### Register map, names as in the netlist

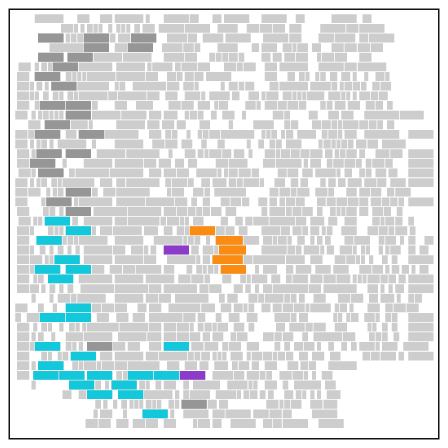
### Clock network drawn from the DEF

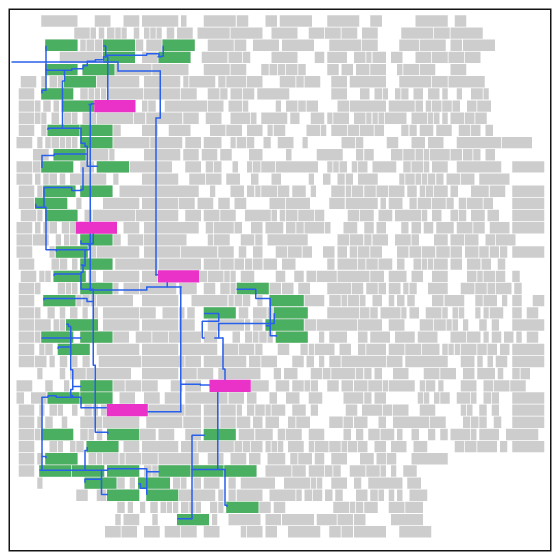
### Cell placement

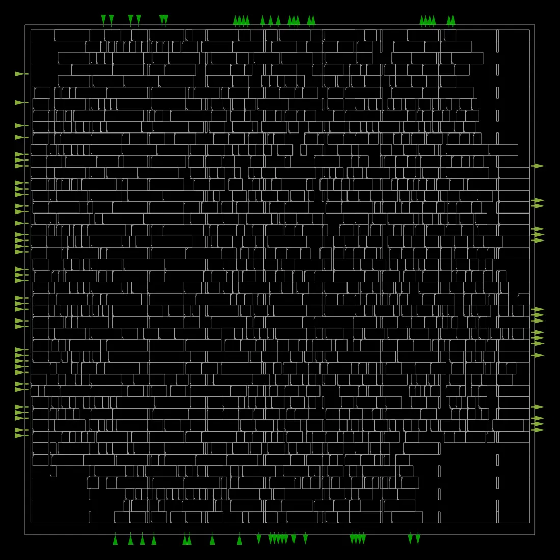
### Signal metal coverage by tile

The bar under the picture is 20 um long. The die is cut into 24 by 24 equal tiles; dark purple is low, yellow is high, scaled to the fullest tile. Values are wire area over tile area, all layers added.
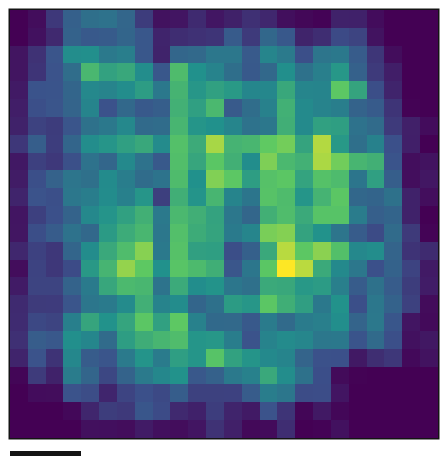
### Metal 4

The bar under the picture is 20 um long. Supply wires on this layer in gray.
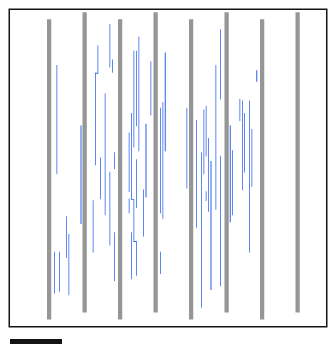
### src/rtl/pp_column_feeder.sv
// ============================================================================
// pp_column_feeder : serialises 24x24 AND-array partial products by column.
// Rev 1.0
// ============================================================================
`default_nettype none

module pp_column_feeder (
   input  logic        clk,
   input  logic        rst,
   input  logic        in_valid,
   output logic        in_ready,
   input  logic [23:0] a,
   input  logic [23:0] b,
   output logic        src0_,
   output logic        src1_,
   output logic        src2_,
   output logic        src3_,
   output logic        src4_,
   output logic        src5_,
   output logic        src6_,
   output logic        src7_,
   output logic        src8_,
   output logic        src9_,
   output logic        src10_,
   output logic        src11_,
   output logic        src12_,
   output logic        src13_,
   output logic        src14_,
   output logic        src15_,
   output logic        src16_,
   output logic        src17_,
   output logic        src18_,
   output logic        src19_,
   output logic        src20_,
   output logic        src21_,
   output logic        src22_,
   output logic        src23_,
   output logic        src24_,
   output logic        src25_,
   output logic        src26_,
   output logic        src27_,
   output logic        src28_,
   output logic        src29_,
   output logic        src30_,
   output logic        src31_,
   output logic        src32_,
   output logic        src33_,
   output logic        src34_,
   output logic        src35_,
   output logic        src36_,
   output logic        src37_,
   output logic        src38_,
   output logic        src39_,
   output logic        src40_,
   output logic        src41_,
   output logic        src42_,
   output logic        src43_,
   output logic        src44_,
   output logic        src45_,
   output logic        src46_,
   output logic        out_valid
);

   typedef enum logic [1:0] {
      IDLE  = 2'd0,
      SHIFT = 2'd1,
      DONE  = 2'd2
   } state_t;

   state_t      state;
   logic [4:0]  t;
   logic [23:0] a_reg;
   logic [23:0] b_reg;
   logic [46:0] src;

   // Reset overrides a same-cycle accept, so readiness is masked by rst.
   assign in_ready = ~rst & (state != SHIFT);

   always_ff @(posedge clk) begin
      if (rst) begin
         state     <= IDLE;
         t         <= 5'd0;
         a_reg     <= 24'd0;
         b_reg     <= 24'd0;
         out_valid <= 1'b0;
      end else begin
         out_valid <= 1'b0;
         case (state)
            IDLE, DONE: begin
               if (in_valid) begin
                  a_reg <= a;
                  b_reg <= b;
                  t     <= 5'd0;
                  state <= SHIFT;
               end else begin
                  state <= IDLE;
               end
            end
            SHIFT: begin
               if (t == 5'd23) begin
                  state     <= DONE;
                  out_valid <= 1'b1;
               end else begin
                  t <= t + 5'd1;
               end
            end
            default: state <= IDLE;
         endcase
      end
   end

   // Column k stays 0 until its window opens, then walks i upward from lo_k.
   // Indices are mod-32; the true b index k-i is always within 0..23.
   for (genvar k = 0; k < 47; k++) begin : g_col
      localparam int         H  = (k + 1 < 47 - k) ? k + 1 : 47 - k;
      localparam int         LO = (k > 23) ? k - 23 : 0;
      localparam logic [4:0] W  = 5'(24 - H);
      localparam logic [4:0] L5 = 5'(LO);
      localparam logic [4:0] K5 = 5'(k);
      logic [4:0] ai;
      logic [4:0] bi;
      always_comb begin
         ai     = L5 + (t - W);
         bi     = K5 - ai;
         src[k] = (state == SHIFT) && (t >= W) && a_reg[ai] && b_reg[bi];
      end
   end

   assign src0_  = src[0];
   assign src1_  = src[1];
   assign src2_  = src[2];
   assign src3_  = src[3];
   assign src4_  = src[4];
   assign src5_  = src[5];
   assign src6_  = src[6];
   assign src7_  = src[7];
   assign src8_  = src[8];
   assign src9_  = src[9];
   assign src10_ = src[10];
   assign src11_ = src[11];
   assign src12_ = src[12];
   assign src13_ = src[13];
   assign src14_ = src[14];
   assign src15_ = src[15];
   assign src16_ = src[16];
   assign src17_ = src[17];
   assign src18_ = src[18];
   assign src19_ = src[19];
   assign src20_ = src[20];
   assign src21_ = src[21];
   assign src22_ = src[22];
   assign src23_ = src[23];
   assign src24_ = src[24];
   assign src25_ = src[25];
   assign src26_ = src[26];
   assign src27_ = src[27];
   assign src28_ = src[28];
   assign src29_ = src[29];
   assign src30_ = src[30];
   assign src31_ = src[31];
   assign src32_ = src[32];
   assign src33_ = src[33];
   assign src34_ = src[34];
   assign src35_ = src[35];
   assign src36_ = src[36];
   assign src37_ = src[37];
   assign src38_ = src[38];
   assign src39_ = src[39];
   assign src40_ = src[40];
   assign src41_ = src[41];
   assign src42_ = src[42];
   assign src43_ = src[43];
   assign src44_ = src[44];
   assign src45_ = src[45];
   assign src46_ = src[46];

endmodule

`default_nettype wire
### config.mk
export PLATFORM = sky130hd
export DESIGN_NAME = pp_column_feeder
export DESIGN_NICKNAME = d
export VERILOG_FILES = /design/src/rtl/pp_column_feeder.sv
export SDC_FILE = /design/constraint.sdc
export NUM_CORES = 1
export LEC_CHECK = 0
export CORE_UTILIZATION = 58
export DETAILED_ROUTE_END_ITERATION = 8
export PLACE_DENSITY = 0.83
export SLEW_MARGIN = 0
export SYNTH_ARGS = -nofsm -noshare
export SYNTH_HDL_FRONTEND = slang
export SYNTH_SLANG_ARGS = --single-unit
### constraint.sdc
create_clock -name clk -period 3.7 [get_ports clk]
set_clock_uncertainty 0.1 [all_clocks]
set_input_delay 0.37 -clock clk [delete_from_list [all_inputs] [get_ports clk]]
set_output_delay 0.37 -clock clk [all_outputs]
set_load 0.05 [all_outputs]
==> results.txt <==
run results: outcome=finished, final reports clean, HP Class=flop to flop, clock buffer depth=2, Synth async-reset ratio=0%, largest net degree at the start of global routing=83, DRC Markers=0, critical path depth=10, Synth-to-Final Area Change=24.6%, CP startpoint=t[1]$_SDFFE_PP0P_, worst reg2reg startpoint=t[2]$_SDFFE_PP0P_, Slew Limit Fails=0, vias in the first global route=7532, MaxCap Viol Count=0, via count=8328, CP Capture Type=output pin, Yosys warnings=0, Complex Gates by Area=15.4%, WL/cell=21.4 um, initial antenna violation count=0, Clock Pin Slew Worst Setup and Hold Paths=0.08 ns, Syn Nets=1030, yosys simple share=20.6%, Die Y=121 um, Synth top cells by count=nand2_1 (160), mux2i_1 (109), a21oi_1 (90), top cells by area=dfxtp_1 (14%), mux2i_1 (13%), mux4_2 (11%), EDFF count, synth=0, PwrDens=207 nW/um^2, H-tree depth=2, max_slew headroom=46.7%, dominant register cell=dfxtp_1, crit path kind=flop to output pin, layout cell share with drive strength beyond 1=23.7%, Mapped Area=8180 sq um, area share of fa/ha/maj cells after synthesis=3.52%, dominant cell type by area after synthesis=dfxtp_1, Syn Area/Cell=8.56 sq um, crit path DRT=3.23 ns, CP top delay family=multiplexers, Synth mux share=32.3%, Arrival @ worst endpoint=3.19 ns, WHS Path Cells=2, CTS Root Buffer Type=clkbuf_16, largest vdd supply drop=0.000281 V, post-detail-place hpwl=19300 um, Clock Sink Count=56, Final Hold Viols=0, hold_buf cts=0, R2R Path End=t[3]$_SDFFE_PP0P_, Synth Instances=956, grt total ovfl=0, cell repeated most along the worst path=buf_12, Die Size=14600 sq um, min Tclk post-route=3.66 ns, nets@finish=1121, worst-margin pin slew=0.792 ns, post-synthesis sequential area ratio=13.7%, Critical Path Sink=src20_, period utilization=98.8%, Final setup viols=0, WL final=26200 um, R2R depth=8, Yosys chip area=8180 sq um, CTS tree=done, Bufs and invs on worst path=4, starting density of the core=59.2%, Crit path largest cell delay=0.40 ns, first-pass GRT wire length=40800 um, OpenROAD warnings=45, #FFs+latches synth=56, Yosys Instances=956, Main logic family=multiplexers, Top Layout Cells=nand2_1 (160), mux2i_1 (108), a21oi_1 (88), CP cell instances=inv_1, ha_4, buf_12, buf_12, mux2i_1, mux4_2, mux2i_1, a21oi_2, and4b_1, buf_12, IO Port Bufs=99, Total Power=2.11 mW, Num CTS Buffers=5, post-route ant nets=0, most frequent cell after synthesis=nand2_1
About 'Register map, names as in the netlist':
Purple marks state, flops 2. Orange marks t, flops 5, where center. Cyan marks b_reg, flops 24, where lower left.
Another 25 sequential cells are not colored.
final core utilization: 73.7%
register share of the cell area: 11.1%
Seq. pwr: 0.689 mW
register area: 1130 sq um

About 'Clock network drawn from the DEF':
Magenta marks clock-net drivers, count 5. Green marks flip-flops, count 56. Blue marks clock wires, length 692 um.
There are 6 routed clock nets.
clock share of power: 24.2%
Latency at later pin: 0.30 ns

About 'Cell placement':
TAP cells: 180
Filler Cell Count: 996
non-filler instance count after layout: 1229
std cell rows: 43
Core ar.: 13800 sq um

About 'Signal metal coverage by tile':
9.2% of the tiles are nearly empty. The densest ninth of the die: center. The fullest tile reaches 0.92. 26% of the tiles are over half the peak. The mean over all tiles is 0.31.

About 'Metal 4':
The layer holds 5.3% of the routed length. 40 nets have wire on it.

through the flow:
step | cells | setup WS [ns] | TNS [ns] | cell area, sq um | utilization, %
final | 1229 | 0.0432 | 0 | 10200 | 73.7
after CTS | 1219 | 0.00513 | 0 | 10000 | 72.6
after floorplan | 956 | -0.401 | -1.38 | 8450 | -
after global placement | 1210 | 0.233 | 0 | 9820 | 71.0
after global routing | 1228 | -0.00787 | -0.00995 | 10200 | 73.7
after detailed placement | 1210 | 0.0874 | 0 | 9820 | 71.0
worst reg2reg max path: cells and delay by family, from the launching register on:
| kind | cells | cell delay, ns |
|---|---|---|
| AOI/OAI and AO/OA | 1 | 0.15 |
| adders and majority gates | 1 | 0.43 |
| buffers and inverters | 2 | 0.54 |
| DFF | 1 | 0.40 |
| and+or+nand+nor | 4 | 0.57 |
cells by family after synthesis:
family,Yosys count
AND/OR/NAND/NOR,353
flip-flops,56
XOR/XNOR,55
buffers and inverters,88
adder cells (fa/ha/maj),23
multiplexers,181
AND-OR/OR-AND,200
power by group:
group          internal (mW)  switching (mW)
sequential             0.636          0.0531
combinational          0.407           0.504
clock                  0.275           0.235
total                   1.32           0.793
layout make-up:
class / instances / area share [%]
multi-input combinational: 812 / 66.9
timing repair buffer: 160 / 17.9
sequential: 56 / 11.1
tap: 180 / 2.21
clock buffer: 6 / 1.36
inverter: 12 / 0.454
clock inverter: 2 / 0.172
antenna: 1 / 0.0245
what timing repair did:
action / CTS / global route
endpoints found under the hold margin: 0 / 0
setup buffers: 1 / 8
gates resized: 10 / 12
gates cloned: 0 / 1
pin swaps: 1 / 4
endpoints found under the setup margin: 19 / 20
layer usage:
metal	wire length (um)	GRT usage (%)
met5	0	0
met4	1380	18.3
met3	2780	6.56
met2	12000	56.7
met1	10100	46.4
Power and IR drop assume default switching activity.
